### src/rtl/pkt_tx_framer.sv
// pkt_tx_framer: transmit-side packet framer.
// Pulls payload bytes from a first-word-fall-through FIFO and emits a
// GMII-style byte stream: 7x preamble, SFD, payload, zero pad up to MIN_LEN,
// CRC-32 FCS (LSB byte first), then IFG_LEN idle cycles. FIFO underflow and
// oversize frames are aborted with one error-propagation symbol, and the rest
// of the frame is drained from the FIFO with TX_EN low.
//
// Ports
//   CLK       clock, rising edge
//   RST       synchronous active-high reset
//   TX_REQ    frame available; sampled only in Idle
//   DIN       FIFO head byte (FWFT)
//   DIN_LAST  FIFO head byte is the last payload byte
//   EMPTY     FIFO empty
//   RD_EN     FIFO pop (combinational)
//   TXD       transmit byte (registered)
//   TX_EN     transmit enable (registered)
//   TX_ER     transmit error / propagation (registered)
//   ERR       one-cycle pulse on frame abort (registered)
//   DONE      one-cycle pulse with the last FCS byte (registered)
//   STATE     current state encoding, debug
module pkt_tx_framer #(
    parameter int MAX_COUNT = 896,
    parameter int MIN_LEN   = 60,
    parameter int IFG_LEN   = 12
) (
    input  logic       CLK,
    input  logic       RST,
    input  logic       TX_REQ,
    input  logic [7:0] DIN,
    input  logic       DIN_LAST,
    input  logic       EMPTY,
    output logic       RD_EN,
    output logic [7:0] TXD,
    output logic       TX_EN,
    output logic       TX_ER,
    output logic       ERR,
    output logic       DONE,
    output logic [3:0] STATE
);

    typedef enum logic [3:0] {
        S_IDLE  = 4'd0,
        S_PRE   = 4'd1,
        S_SFD   = 4'd2,
        S_PAY   = 4'd3,
        S_PAD   = 4'd4,
        S_FCS   = 4'd5,
        S_IFG   = 4'd6,
        S_ABORT = 4'd7,
        S_DRAIN = 4'd8
    } state_t;

    localparam logic [10:0] MAX_C = 11'(MAX_COUNT);
    localparam logic [10:0] MIN_C = 11'(MIN_LEN);
    localparam logic [10:0] IFG_C = 11'(IFG_LEN - 1);
    localparam logic [10:0] PRE_C = 11'd6;
    localparam logic [31:0] POLY  = 32'hEDB88320;

    state_t      state, state_nxt;
    logic [10:0] cnt, cnt_nxt;
    logic [31:0] crc, crc_nxt;
    logic [31:0] fcs;
    logic [7:0]  txd_nxt;
    logic        tx_en_nxt, tx_er_nxt, err_nxt, done_nxt, rd_en;

    // Reflected CRC-32, one byte per call, LSB first.
    function automatic logic [31:0] crc_next(input logic [31:0] c, input logic [7:0] d);
        logic [31:0] r;
        r = c ^ {24'h0, d};
        for (int i = 0; i < 8; i++)
            r = r[0] ? ((r >> 1) ^ POLY) : (r >> 1);
        return r;
    endfunction

    assign fcs   = ~crc;
    assign RD_EN = rd_en;
    assign STATE = state;

    // One counter serves every state that needs one; it is zeroed on each
    // transition except Payload->Pad, where it keeps counting toward MIN_LEN.
    always_comb begin
        state_nxt = state;
        cnt_nxt   = cnt;
        crc_nxt   = crc;
        txd_nxt   = 8'h00;
        tx_en_nxt = 1'b0;
        tx_er_nxt = 1'b0;
        err_nxt   = 1'b0;
        done_nxt  = 1'b0;
        rd_en     = 1'b0;
        case (state)
            S_IDLE: begin
                cnt_nxt = '0;
                if (TX_REQ) state_nxt = S_PRE;
            end
            S_PRE: begin
                tx_en_nxt = 1'b1;
                txd_nxt   = 8'h55;
                if (cnt == PRE_C) begin
                    state_nxt = S_SFD;
                    cnt_nxt   = '0;
                end else begin
                    cnt_nxt = cnt + 11'd1;
                end
            end
            S_SFD: begin
                tx_en_nxt = 1'b1;
                txd_nxt   = 8'hD5;
                crc_nxt   = 32'hFFFF_FFFF;
                cnt_nxt   = '0;
                state_nxt = S_PAY;
            end
            S_PAY: begin
                tx_en_nxt = 1'b1;
                // The abort symbol goes out on the same edge the fault is
                // seen, so TX_EN never drops and no byte is repeated; it is on
                // the wire while the FSM sits in Abort.
                if (EMPTY || cnt == MAX_C) begin
                    tx_er_nxt = 1'b1;
                    err_nxt   = 1'b1;
                    state_nxt = S_ABORT;
                    cnt_nxt   = '0;
                end else begin
                    rd_en   = 1'b1;
                    txd_nxt = DIN;
                    crc_nxt = crc_next(crc, DIN);
                    cnt_nxt = cnt + 11'd1;
                    if (DIN_LAST) begin
                        if (cnt + 11'd1 < MIN_C) begin
                            state_nxt = S_PAD;
                        end else begin
                            state_nxt = S_FCS;
                            cnt_nxt   = '0;
                        end
                    end
                end
            end
            S_PAD: begin
                tx_en_nxt = 1'b1;
                crc_nxt   = crc_next(crc, 8'h00);
                if (cnt + 11'd1 >= MIN_C) begin
                    state_nxt = S_FCS;
                    cnt_nxt   = '0;
                end else begin
                    cnt_nxt = cnt + 11'd1;
                end
            end
            S_FCS: begin
                tx_en_nxt = 1'b1;
                case (cnt[1:0])
                    2'd0:    txd_nxt = fcs[7:0];
                    2'd1:    txd_nxt = fcs[15:8];
                    2'd2:    txd_nxt = fcs[23:16];
                    default: txd_nxt = fcs[31:24];
                endcase
                if (cnt[1:0] == 2'd3) begin
                    done_nxt  = 1'b1;
                    state_nxt = S_IFG;
                    cnt_nxt   = '0;
                end else begin
                    cnt_nxt = cnt + 11'd1;
                end
            end
            S_IFG: begin
                if (cnt == IFG_C) begin
                    state_nxt = S_IDLE;
                    cnt_nxt   = '0;
                end else begin
                    cnt_nxt = cnt + 11'd1;
                end
            end
            S_ABORT: begin
                state_nxt = S_DRAIN;
                cnt_nxt   = '0;
            end
            S_DRAIN: begin
                cnt_nxt = '0;
                if (!EMPTY) begin
                    rd_en = 1'b1;
                    if (DIN_LAST) state_nxt = S_IFG;
                end
            end
            default: begin
                state_nxt = S_IDLE;
                cnt_nxt   = '0;
            end
        endcase
    end

    always_ff @(posedge CLK) begin
        if (RST) begin
            state <= S_IDLE;
            cnt   <= '0;
            crc   <= '0;
            TXD   <= 8'h00;
            TX_EN <= 1'b0;
            TX_ER <= 1'b0;
            ERR   <= 1'b0;
            DONE  <= 1'b0;
        end else begin
            state <= state_nxt;
            cnt   <= cnt_nxt;
            crc   <= crc_nxt;
            TXD   <= txd_nxt;
            TX_EN <= tx_en_nxt;
            TX_ER <= tx_er_nxt;
            ERR   <= err_nxt;
            DONE  <= done_nxt;
        end
    end

endmodule

### config.mk
export PLATFORM = sky130hd
export DESIGN_NAME = pkt_tx_framer
export DESIGN_NICKNAME = d
export VERILOG_FILES = /design/src/rtl/pkt_tx_framer.sv
export SDC_FILE = /design/constraint.sdc
export NUM_CORES = 1
export LEC_CHECK = 0
export CELL_PAD_IN_SITES_DETAIL_PLACEMENT = 2
export CELL_PAD_IN_SITES_GLOBAL_PLACEMENT = 2
export CORE_ASPECT_RATIO = 0.5
export CORE_MARGIN = 2
export CORE_UTILIZATION = 38
export CTS_BUF_LIST = sky130_fd_sc_hd__clkbuf_4
export DETAILED_ROUTE_END_ITERATION = 10
export GPL_TIMING_DRIVEN = 1
export PLACE_DENSITY = 0.8
export SLEW_MARGIN = 20
export SYNTH_ARGS = -nofsm -noshare
export SYNTH_HDL_FRONTEND = slang
export SYNTH_SLANG_ARGS = --single-unit
### constraint.sdc
create_clock -name CLK -period 3.25 [get_ports CLK]
set_input_delay 0.975 -clock CLK [delete_from_list [all_inputs] [get_ports CLK]]
set_output_delay 0.975 -clock CLK [all_outputs]
set_load 0.005 [all_outputs]
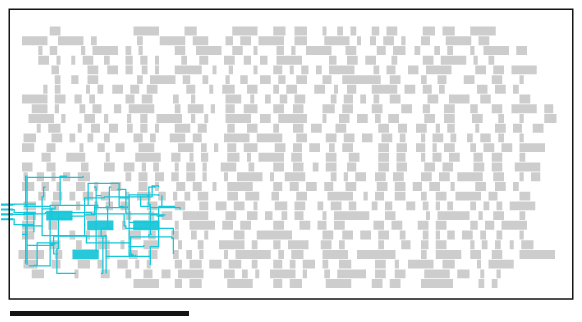
**Above:** port wiring.
Bar = 50 um.
Key: STATE = cyan [bits 4, direction output, end cells 4, buffers 7, wire 616 um]
count of boundary I/O pins: 30
port bufs: 29

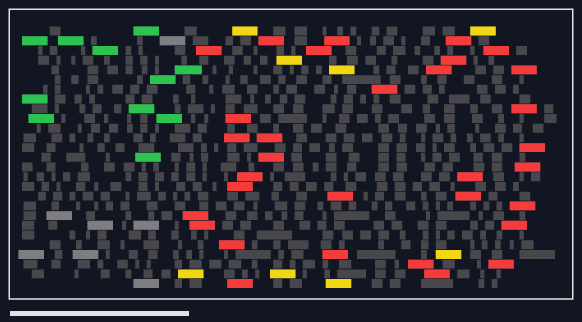
**Above:** where the registers sit.
Bar = 50 um. Other sequential cells in the stronger gray, the rest of the logic in the fainter gray.
Key: crc = red [flops 32]; TXD = yellow [flops 8]; cnt = green [flops 11, where upper left]
utilization after layout: 0.470
Sequential Power: 1.30 mW
sequential fraction of total cell area: 0.220

==> flow_summary_export.csv <==
group,metric,value,unit
synthesis,synth.distinct_cells,59,
synthesis,post_synth_main_logic_family,"XOR/XNOR gates",
clocking,clkTransAtPathRegs,0.11,ns
timing,timing.final.hold_violations,0,
synthesis,topCellsByArea,"sky130_fd_sc_hd__dfxtp_1 (26%), sky130_fd_sc_hd__xnor2_1 (17%), sky130_fd_sc_hd__xor2_1 (6.3%)",
critical_path,arrival,3.45,ns
run,maxCapViolations,0,
critical_path,crit_type,"in2reg",
drt,drt_drc_violations_left,0,
global_routing,first_global_vias,4953,
synthesis,ys_sh_aoi,0.198,
finish,footprint_of_the_flip_flops_and_latches,1160,sq um
pwr,power_switching,3.32,mW
synthesis,synthAdderAreaFrac,0.0140,
synthesis,yosys.area.top_type,"sky130_fd_sc_hd__dfxtp_1",
synthesis,synth.yosys.chip_area,4470,sq um
critical_path,rr_startpoint,"crc[0]",
drt,drtPass1Iterations,4,
finish,layout.clock_buffers,9,
placed_design,post-place-ws,-0.199,ns
timing,grt_setup_unrepaired,"false",
timing,timing.final.setup_violations,0,
clocking,ctsRootBufferMaster,"sky130_fd_sc_hd__clkbuf_4",
pwr,sequential_group_share_of_total_power,0.192,
hold_path,worstHoldEndpoint,"cnt[0]",
floorplanning,die-height,80.7,um
critical_path,worst-r2r-setup-slack,0.45,ns
global_routing,global_route.usage.total,0.319,
run_status,status,"finished, final reports clean",
synthesis,synthesis.area_per_instance,8.28,sq um
global_routing,number_of_antenna_violations_at_the_first_check_in_global_routing,0,
floorplanning,core_area,11200,sq um
synthesis,synthesis.yosys.warnings,0,
synthesis,yosys.area_share.simple,0.178,
global_routing,grt_first_pass_wirelength,29700,um
clocking,post-cts-setup-buffer-count,1,
synthesis,most_used_standard_cells_in_the_synthesized_netlist,"sky130_fd_sc_hd__xnor2_1 (88), sky130_fd_sc_hd__dfxtp_1 (58), sky130_fd_sc_hd__nor2_1 (49)",
finish,final_layout_size_suffix_gt1_frac,0.142,
finish,antenna_cells,0,
synthesis,number_of_synthesized_register_bits,58,
critical_path,critical_path.cell_chain,"clkdlybuf4s50_1 > xnor2_2 > xor3_2 > xor3_2 > xor2_1 > a221oi_1 > nor3_1",
clocking,ctsLongestPathBuffers,2,
critical_path,worstSetupEndpoint,"crc[19]",
critical_path,worstReg2RegEnd,"crc[23]",
synthesis,post-synth-top-area-fraction,0.260,
global_routing,overflow,0,
pwr,vdd_ir_drop_max,0.000360,V
pwr,power_frac_clock,0.090,
timing,max_clock_freq,0.318,GHz
synthesis,number_of_enable_flip_flop_cells,0,
synthesis,xor_area_frac,0.292,
critical_path,crit_path_end_kind,"flop",
pwr,post-layout-total-power,6.76,mW
critical_path,timing.critical_path.buf_inv,1,
floorplanning,core_util_floorplan,0.399,
critical_path,crit_path_frequent_cell,"sky130_fd_sc_hd__xor3_2",
finish,number_of_flip_flops_in_the_largest_register,32,
run,warning_count,29,
drt,met3_wirelength,1360,um
clocking,total_cts_buffers,9,
hold_path,hp-start,"cnt[0]",
finish,clkCellAreaFrac,0.0287,
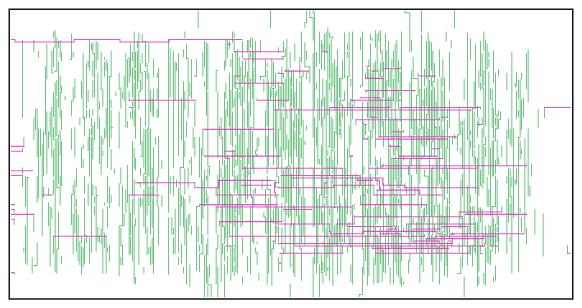
**Above:** signal wires by layer.
Two of the layers only.
Key: metal 3 = magenta [wire length 1360 um]; metal 2 = green [wire length 8780 um]
total vias in the final route: 4471
Avg WL per Cell: 25.4 um

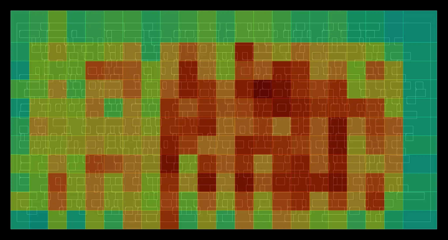
**Above:** routing congestion map.
global-route track usage on met3: 0.0836
met2 Use GR: 0.540
layer carrying the most global-route usage: met2
GR Util met1: 0.389

Power is estimated from default activity; no workload was simulated.
